File: config.mk
export PLATFORM = sky130hd
export DESIGN_NAME = cmp_run_ctrl
export DESIGN_NICKNAME = d
export VERILOG_FILES = /design/src/rtl/cmp_run_ctrl_pkg.sv /design/src/rtl/cmp_run_ctrl_dump_seq.sv /design/src/rtl/cmp_run_ctrl.sv
export SDC_FILE = /design/constraint.sdc
export NUM_CORES = 1
export LEC_CHECK = 0
export CAP_MARGIN = 40
export CORE_MARGIN = 4
export CORE_UTILIZATION = 45
export CTS_BUF_LIST = sky130_fd_sc_hd__clkbuf_8
export CTS_CLUSTER_DIAMETER = 150
export DETAILED_ROUTE_END_ITERATION = 7
export HOLD_SLACK_MARGIN = 0.1
export MAX_ROUTING_LAYER = met4
export PLACE_DENSITY = 0.82
export SLEW_MARGIN = 20
export SYNTH_ARGS = -nofsm -noshare
export SYNTH_HDL_FRONTEND = slang
export SYNTH_HIERARCHICAL = 1
export SYNTH_SLANG_ARGS = --single-unit
File: constraint.sdc
create_clock -name CLK -period 3.4 [get_ports CLK]
set_input_delay 0.68 -clock CLK [delete_from_list [all_inputs] [get_ports CLK]]
set_output_delay 0.68 -clock CLK [all_outputs]
set_load 0.005 [all_outputs]
File: src/rtl/cmp_run_ctrl_pkg.sv
// Shared definitions for the CMP run controller: widths, node count, the
// default end-of-program encoding and the controller state encoding.
// No ports; imported by cmp_run_ctrl and cmp_run_ctrl_dump_seq.
package cmp_run_ctrl_pkg;

  localparam int NUM_NODES = 4;
  localparam int INST_W    = 32;
  localparam int DADDR_W   = 8;

  localparam logic [INST_W-1:0] HALT_WORD_DEFAULT = 32'h0000_0000;

  typedef enum logic [2:0] {
    ST_IDLE  = 3'd0,
    ST_RST   = 3'd1,
    ST_RUN   = 3'd2,
    ST_DRAIN = 3'd3,
    ST_DUMP  = 3'd4,
    ST_DONE  = 3'd5
  } run_state_e;

  // Cores run only while instructions execute or the pipelines retire stores;
  // every other state keeps them in reset so DMEM cannot change under the dump.
  function automatic logic core_reset_for(input run_state_e s);
    return !((s == ST_RUN) || (s == ST_DRAIN));
  endfunction

  function automatic logic busy_for(input run_state_e s);
    return (s == ST_RST) || (s == ST_RUN) || (s == ST_DRAIN) || (s == ST_DUMP);
  endfunction

endpackage

File: src/rtl/cmp_run_ctrl_dump_seq.sv
// DMEM dump address sequencer.
// Ports:
//   CLK, RESET    clock and synchronous active-high reset
//   load          one-cycle pulse: start presenting addresses from 0
//   dump_ready    consumer accepts the current address
//   dump_valid    address on dump_addr is valid (registered)
//   dump_addr     current DMEM word address (registered)
//   dump_last     dump_valid on the final address (decode of registers)
//   dump_done     handshake on the final address is happening this cycle
// Handshake: an address transfers on any rising CLK edge where dump_valid and
// dump_ready are both high; dump_addr and dump_valid never change while
// dump_valid is high and dump_ready is low.
module cmp_run_ctrl_dump_seq
  import cmp_run_ctrl_pkg::*;
#(
  parameter int unsigned DUMP_DEPTH = 128
) (
  input  logic               CLK,
  input  logic               RESET,
  input  logic               load,
  input  logic               dump_ready,
  output logic               dump_valid,
  output logic [DADDR_W-1:0] dump_addr,
  output logic               dump_last,
  output logic               dump_done
);

  localparam logic [DADDR_W-1:0] LAST_ADDR = DADDR_W'(DUMP_DEPTH - 1);

  assign dump_last = dump_valid && (dump_addr == LAST_ADDR);
  assign dump_done = dump_last && dump_ready;

  always_ff @(posedge CLK) begin
    if (RESET) begin
      dump_valid <= 1'b0;
      dump_addr  <= '0;
    end else if (load) begin
      dump_valid <= 1'b1;
      dump_addr  <= '0;
    end else if (dump_valid && dump_ready) begin
      if (dump_last) begin
        // Final transfer: drop valid and park the address at 0, no wrap.
        dump_valid <= 1'b0;
        dump_addr  <= '0;
      end else begin
        dump_addr <= dump_addr + 1'b1;
      end
    end
  end

endmodule

File: src/rtl/cmp_run_ctrl.sv
// Run controller for the 4-node cardinal CMP. Holds the cores in reset,
// releases them, detects end-of-program (all nodes fetch HALT_WORD in the
// same cycle) or a watchdog timeout, drains the pipelines, then streams DMEM
// dump addresses to the readout path.
// Ports:
//   CLK, RESET            clock, synchronous active-high reset
//   start                 begin a run (honoured in IDLE and DONE only)
//   nodeN_inst_in         fetched instruction of node N
//   dump_ready            dump consumer accepts dump_addr
//   core_reset            reset to the cores
//   busy, done            run in progress / run finished
//   timeout               last run was ended by the watchdog (sticky)
//   cycle_count           RUN cycles of current/last run
//   halt_mask             registered per-node HALT_WORD compare, bit0 = node0
//   dump_valid/addr/last  dump stream; transfer on dump_valid && dump_ready
// All outputs are registered except dump_last.
module cmp_run_ctrl
  import cmp_run_ctrl_pkg::*;
#(
  parameter int unsigned       RST_CYCLES     = 5,
  parameter int unsigned       DRAIN_CYCLES   = 5,
  parameter int unsigned       DUMP_DEPTH     = 128,
  parameter int unsigned       TIMEOUT_CYCLES = 100000,
  parameter logic [INST_W-1:0] HALT_WORD      = HALT_WORD_DEFAULT
) (
  input  logic                 CLK,
  input  logic                 RESET,
  input  logic                 start,
  input  logic [INST_W-1:0]    node0_inst_in,
  input  logic [INST_W-1:0]    node1_inst_in,
  input  logic [INST_W-1:0]    node2_inst_in,
  input  logic [INST_W-1:0]    node3_inst_in,
  input  logic                 dump_ready,
  output logic                 core_reset,
  output logic                 busy,
  output logic                 done,
  output logic                 timeout,
  output logic [31:0]          cycle_count,
  output logic [NUM_NODES-1:0] halt_mask,
  output logic                 dump_valid,
  output logic [DADDR_W-1:0]   dump_addr,
  output logic                 dump_last
);

  run_state_e state_q, state_d;

  // One down-counter shared by RST and DRAIN; the two never overlap.
  logic [31:0]          cnt_q, cnt_d;
  logic [31:0]          cycle_count_d;
  logic                 timeout_d;
  logic [NUM_NODES-1:0] halt_mask_d;
  logic [NUM_NODES-1:0] halt_now;
  logic                 dump_load;
  logic                 dump_done;

  assign halt_now[0] = (node0_inst_in == HALT_WORD);
  assign halt_now[1] = (node1_inst_in == HALT_WORD);
  assign halt_now[2] = (node2_inst_in == HALT_WORD);
  assign halt_now[3] = (node3_inst_in == HALT_WORD);

  always_comb begin
    state_d       = state_q;
    cnt_d         = cnt_q;
    cycle_count_d = cycle_count;
    timeout_d     = timeout;
    halt_mask_d   = halt_mask;
    dump_load     = 1'b0;
    case (state_q)
      ST_IDLE, ST_DONE: begin
        if (start) begin
          state_d       = ST_RST;
          cnt_d         = RST_CYCLES - 1;
          cycle_count_d = '0;
          timeout_d     = 1'b0;
          halt_mask_d   = '0;
        end
      end
      ST_RST: begin
        if (cnt_q == '0) state_d = ST_RUN;
        else             cnt_d   = cnt_q - 1;
      end
      ST_RUN: begin
        // The halting (or last watchdog) cycle is itself counted.
        cycle_count_d = cycle_count + 32'd1;
        halt_mask_d   = halt_now;
        if (&halt_now) begin
          state_d = ST_DRAIN;
          cnt_d   = DRAIN_CYCLES - 1;
        end else if (cycle_count == TIMEOUT_CYCLES - 1) begin
          state_d   = ST_DRAIN;
          cnt_d     = DRAIN_CYCLES - 1;
          timeout_d = 1'b1;
        end
      end
      ST_DRAIN: begin
        if (cnt_q == '0) begin
          state_d   = ST_DUMP;
          dump_load = 1'b1;
        end else begin
          cnt_d = cnt_q - 1;
        end
      end
      ST_DUMP: begin
        if (dump_done) state_d = ST_DONE;
      end
      default: state_d = ST_IDLE;
    endcase
  end

  // Status outputs are registered from the next state so they line up
  // cycle-for-cycle with state_q.
  always_ff @(posedge CLK) begin
    if (RESET) begin
      state_q     <= ST_IDLE;
      cnt_q       <= '0;
      cycle_count <= '0;
      timeout     <= 1'b0;
      halt_mask   <= '0;
      core_reset  <= 1'b1;
      busy        <= 1'b0;
      done        <= 1'b0;
    end else begin
      state_q     <= state_d;
      cnt_q       <= cnt_d;
      cycle_count <= cycle_count_d;
      timeout     <= timeout_d;
      halt_mask   <= halt_mask_d;
      core_reset  <= core_reset_for(state_d);
      busy        <= busy_for(state_d);
      done        <= (state_d == ST_DONE);
    end
  end

  cmp_run_ctrl_dump_seq #(
    .DUMP_DEPTH (DUMP_DEPTH)
  ) u_dump_seq (
    .CLK        (CLK),
    .RESET      (RESET),
    .load       (dump_load),
    .dump_ready (dump_ready),
    .dump_valid (dump_valid),
    .dump_addr  (dump_addr),
    .dump_last  (dump_last),
    .dump_done  (dump_done)
  );

endmodule

Metal layers overlaid:
Scale bar: 20 um.
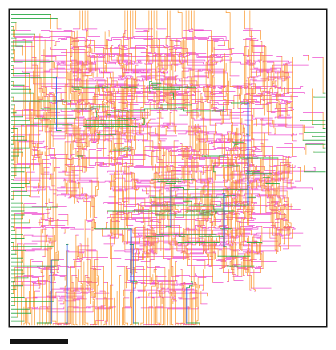
| layer | colour | wire length |
|---|---|---|
| metal 1 | magenta | 6,440 um |
| metal 2 | orange | 7,890 um |
| metal 4 | blue | 192 um |
| metal 3 | green | 1,030 um |

Cells coloured by class:
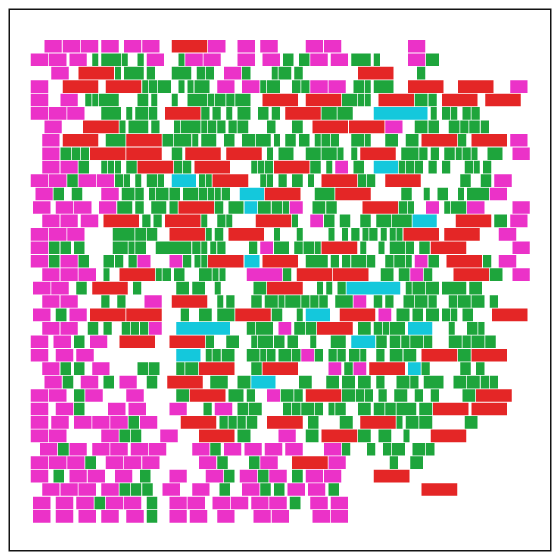
| class | colour | cells | share of their area |
|---|---|---|---|
| combinational and other logic | green | 473 | 42% |
| other buffers and delay cells | magenta | 199 | 29% |
| clock drivers and dummy loads | cyan | 15 | 3.5% |
| flops | red | 84 | 25% |
Seq/total area: 24.5%
Util after Layout: 69.4%
Final Cell Area: 6870 sq um
Std-Cell Core Area: 9910 sq um

Routing congestion map:
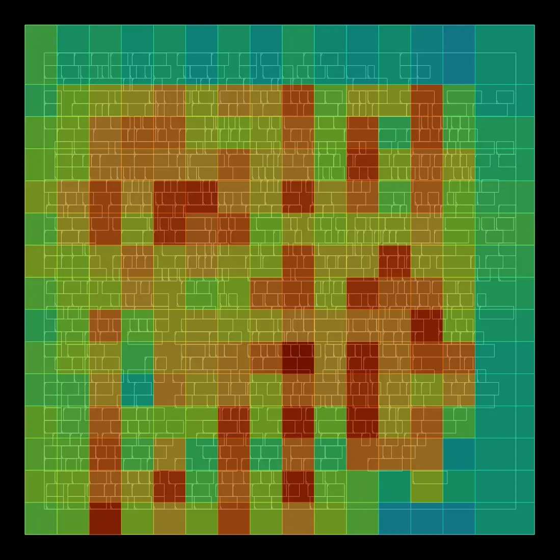
GRT Total Usage: 26.4%
met2 Resource Use GR: 46.3%
GRT met3 Usage: 4.64%

==> Changelog: implementation <==
## Flow update

- Buffers & Inverters on Critical Path: 3
- Max Clock Freq: 335 MHz
- Status: finished clean
- H-tree depth: 3
- Aoi share: 16.5%
- Layout cells sized above 1: 8.17%
- Yosys cell types: 49
- Top-area cell share: 36.4%
- Crit Path Class: input pin to flop
- Yosys adder share: 0.812%
- Drt pass-1 iters: 5
- Hold path start: halt_mask[2]$_SDFFE_PP0P_
- Vias in the first global route: 5,259
- Fillers: 810
- Reg2Reg Capture Point: cnt_q[30]$_SDFFE_PP0P_
- Antenna cells: 0
- Via/cell ratio: 5.96
- Peak supply drop: 640 uV
- Final wirelength: 15,600 um
- Final global-route overflow total: 0
- DIE WIDTH: 109 um
- Commonest Layout Cell: clkdlybuf4s50_1
- Logic share of the area: 40.7%
- Final hold vios: 0
- Slowest-stage cell, CP: or4_1
- Largest net degree at the start of global routing: 46
- And+or+nand+nor area frac: 38.4%
- Worst min path class: flop to flop
- Die ar.: 12,000 sq um
- Delay of the slowest cell on the worst path: 0.49 ns
- Crit path max fanout: 21
- # IOs: 182
- WL/cell: 17.2 um
- Setup total negative slack: 0 ns
- Chip height: 109 um
routing by layer:
metal	part of all wire, %	global-route usage, %	vias to the layer above
met3	6.6	4.64	22
met4	1.2	5.43	0
met2	51	46.3	231
met5	0	-	-
li1	-	-	2624
met1	41	32.0	2512
worst min-delay path by stage:
stage                           endpoint  slack [ns]
5_1_grt        halt_mask[2]$_SDFFE_PP0P_        0.50
6_report       halt_mask[2]$_SDFFE_PP0P_        0.48
3_3_place_gp   halt_mask[2]$_SDFFE_PP0P_        0.46
2_1_floorplan     cnt_q[24]$_SDFFE_PP0P_        0.45
3_5_place_dp   halt_mask[2]$_SDFFE_PP0P_        0.46
4_1_cts        halt_mask[2]$_SDFFE_PP0P_        0.47
cell usage after synthesis, drive strengths merged (2+ instances only):
| cell type | instances |
|---|---|
| a211oi | 2 |
| a21oi | 58 |
| a311oi | 2 |
| a31oi | 3 |
| and2 | 5 |
| and3 | 10 |
| and4 | 6 |
| buf | 3 |
| clkbuf | 30 |
| dfxtp | 84 |
| ha | 3 |
| inv | 9 |
| mux2 | 13 |
| nand2 | 45 |
| nand2b | 4 |
| nand3 | 31 |
| nand3b | 2 |
| nand4 | 16 |
| nor2 | 50 |
| nor3 | 28 |
| nor3b | 4 |
| nor4 | 44 |
| nor4b | 2 |
| o211ai | 5 |
| o21a | 2 |
| o21ai | 17 |
| o31a | 3 |
| o31ai | 26 |
| o41ai | 3 |
| or2 | 5 |
| or3 | 25 |
| or4 | 31 |
| or4b | 5 |
| xnor2 | 3 |
| xor2 | 3 |
power by group:
group | internal, mW | switching (mW)
logic | 1.23 | 1.66
clock network | 0.485 | 0.375
registers | 1.19 | 0.229
tightest hold or removal path: cells and delay by family, from the launching register on:
family	cells	cell delay [ns]
simple gates	1	0.06
compound gates	1	0.06
flops	1	0.32
Power and IR drop assume default switching activity.
